`config.mk`:
```
export PLATFORM = sky130hd
export DESIGN_NAME = univ_shift_reg
export DESIGN_NICKNAME = d
export VERILOG_FILES = /design/src/rtl/univ_shift_reg.sv
export SDC_FILE = /design/constraint.sdc
export NUM_CORES = 1
export LEC_CHECK = 0
export CAP_MARGIN = 20
export CORE_MARGIN = 10
export CORE_UTILIZATION = 28
export CTS_CLUSTER_SIZE = 20
export DETAILED_ROUTE_END_ITERATION = 8
export PLACE_DENSITY = 0.62
export SETUP_SLACK_MARGIN = 0.05
export SLEW_MARGIN = 20
export SYNTH_ARGS = -nofsm -noshare
export SYNTH_HDL_FRONTEND = slang
export SYNTH_SLANG_ARGS = --single-unit
export TNS_END_PERCENT = 20
```
`constraint.sdc`:
```
create_clock -name clk_i -period 1.45 [get_ports clk_i]
set_clock_uncertainty 0.05 [all_clocks]
set_input_delay 0.2175 -clock clk_i [delete_from_list [all_inputs] [get_ports clk_i]]
set_output_delay 0.2175 -clock clk_i [all_outputs]
set_load 0.005 [all_outputs]
```
`src/rtl/univ_shift_reg.sv`:
```
// ============================================================================
// Module   : univ_shift_reg
// Purpose  : N-bit universal shift register (shift/rotate/load/clear) with a
//            shift counter that pulses frame_o on each completed N-bit frame.
// Revision : 1.0
// ============================================================================
`default_nettype none

module univ_shift_reg #(
    parameter int N     = 8,
    parameter int CNT_W = $clog2(N + 1)
) (
    input  logic             clk_i,
    input  logic             rst_ni,
    input  logic             en_i,
    input  logic [2:0]       mode_i,
    input  logic             serial_l_i,
    input  logic             serial_r_i,
    input  logic [N-1:0]     parallel_i,
    output logic [N-1:0]     parallel_o,
    output logic             serial_l_o,
    output logic             serial_r_o,
    output logic [CNT_W-1:0] cnt_o,
    output logic             frame_o
);

    localparam logic [2:0] MODE_HOLD  = 3'b000;
    localparam logic [2:0] MODE_SHL   = 3'b001;
    localparam logic [2:0] MODE_SHR   = 3'b010;
    localparam logic [2:0] MODE_ROL   = 3'b011;
    localparam logic [2:0] MODE_ROR   = 3'b100;
    localparam logic [2:0] MODE_LOAD  = 3'b101;
    localparam logic [2:0] MODE_CLEAR = 3'b110;

    localparam logic [CNT_W-1:0] C_CNT_LAST = CNT_W'(N - 1);
    localparam logic [CNT_W-1:0] C_CNT_ONE  = CNT_W'(1);

    logic [N-1:0]     data_q,  data_d;
    logic [CNT_W-1:0] cnt_q,   cnt_d;
    logic             frame_q, frame_d;
    logic             counting;

    always_comb begin
        data_d   = data_q;
        cnt_d    = cnt_q;
        frame_d  = 1'b0;
        counting = 1'b0;

        if (en_i) begin
            case (mode_i)
                MODE_HOLD: ;
                MODE_SHL: begin
                    data_d   = {data_q[N-2:0], serial_r_i};
                    counting = 1'b1;
                end
                MODE_SHR: begin
                    data_d   = {serial_l_i, data_q[N-1:1]};
                    counting = 1'b1;
                end
                MODE_ROL: begin
                    data_d   = {data_q[N-2:0], data_q[N-1]};
                    counting = 1'b1;
                end
                MODE_ROR: begin
                    data_d   = {data_q[0], data_q[N-1:1]};
                    counting = 1'b1;
                end
                MODE_LOAD: begin
                    data_d = parallel_i;
                    cnt_d  = '0;
                end
                MODE_CLEAR: begin
                    data_d = '0;
                    cnt_d  = '0;
                end
                default: ;  // reserved encoding behaves as HOLD
            endcase

            // Frame boundary: the N-th counting op wraps the counter and pulses.
            if (counting) begin
                if (cnt_q == C_CNT_LAST) begin
                    cnt_d   = '0;
                    frame_d = 1'b1;
                end else begin
                    cnt_d   = cnt_q + C_CNT_ONE;
                end
            end
        end
    end

    always_ff @(posedge clk_i) begin
        if (!rst_ni) begin
            data_q  <= '0;
            cnt_q   <= '0;
            frame_q <= 1'b0;
        end else begin
            data_q  <= data_d;
            cnt_q   <= cnt_d;
            frame_q <= frame_d;
        end
    end

    assign parallel_o = data_q;
    assign serial_l_o = data_q[N-1];
    assign serial_r_o = data_q[0];
    assign cnt_o      = cnt_q;
    assign frame_o    = frame_q;

endmodule

`default_nettype wire

```
==> impl_metrics.yaml <==
# physical design summary
timing:
  final_hold_viol_count: 0
  worstMarginPinSlew_ps: 344
  fin_crit_ps: 1430
  relSlewSlack_pct: 76.9
  whs_ps: 410
  fmax_ghz: 0.701
  setup_viol: 0
finish:
  final_core_util_pct: 50.5
placed_design:
  portBuffers: 30
  dpl_worst_slack_ps: -344
floorplan:
  tap_cells: 30
power:
  powerSeq_mw: 0.402
  power_density_nw_per_um2: 685
  power_mw: 0.881
  swShare_pct: 28.9
critical_path:
  cp.arrival_ps: 1160
  cp_top_family: "buffers and inverters"
  regToRegSetupSlack_ps: 90
run_status:
  status: "finished, final reports clean"
clock_tree:
  cts_buffer_depth: 2
routing:
  antenna_left: 0
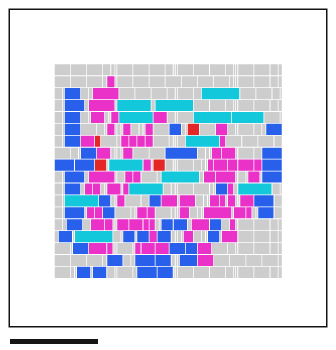
Fig. 1. Placement by cell class.
The bar under the picture is 20 um long. Fill, decap, tap and diode cells in grey.
class	colour	cells	share of their area
clock drivers and dummy loads	red	4	2.1%
all other logic	magenta	70	40%
flip-flops	cyan	13	23%
other buffers and delay cells	blue	43	35%

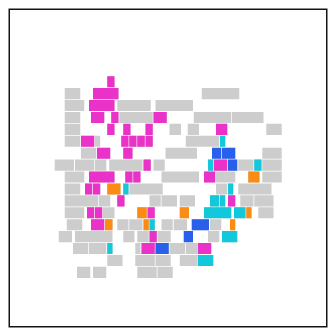
Fig. 2. Logic cells by family.
family	colour	cells	most used
NOR gates	orange	8	nor2_1
NAND gates	cyan	13	nand2_1
AND and OR gates	blue	6	or3_1
inverting AOI/OAI gates	magenta	34	a21oi_1
logic share of the area: 38.5%
most frequent logic cell in the layout: clkdlybuf4s50_1
final non-filler cell total: 160

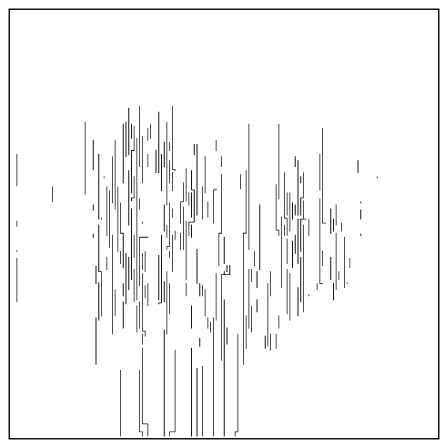
Fig. 3. Signal wires on met2.
main direction	vertical
nets with wire on the layer	131

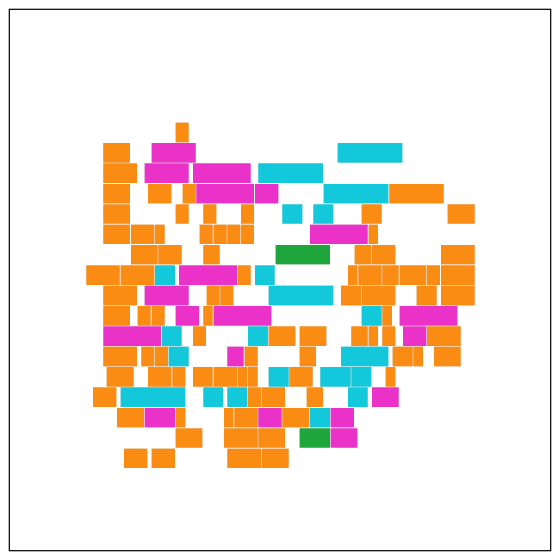
Fig. 4. Cells by drive strength.
size	colour	cells
drive 3 to 4	cyan	21
drive 2	magenta	19
drive 1 or less	orange	88
drive 6 and up	green	2

No activity file was given, so power comes from the tool's default toggle rates.
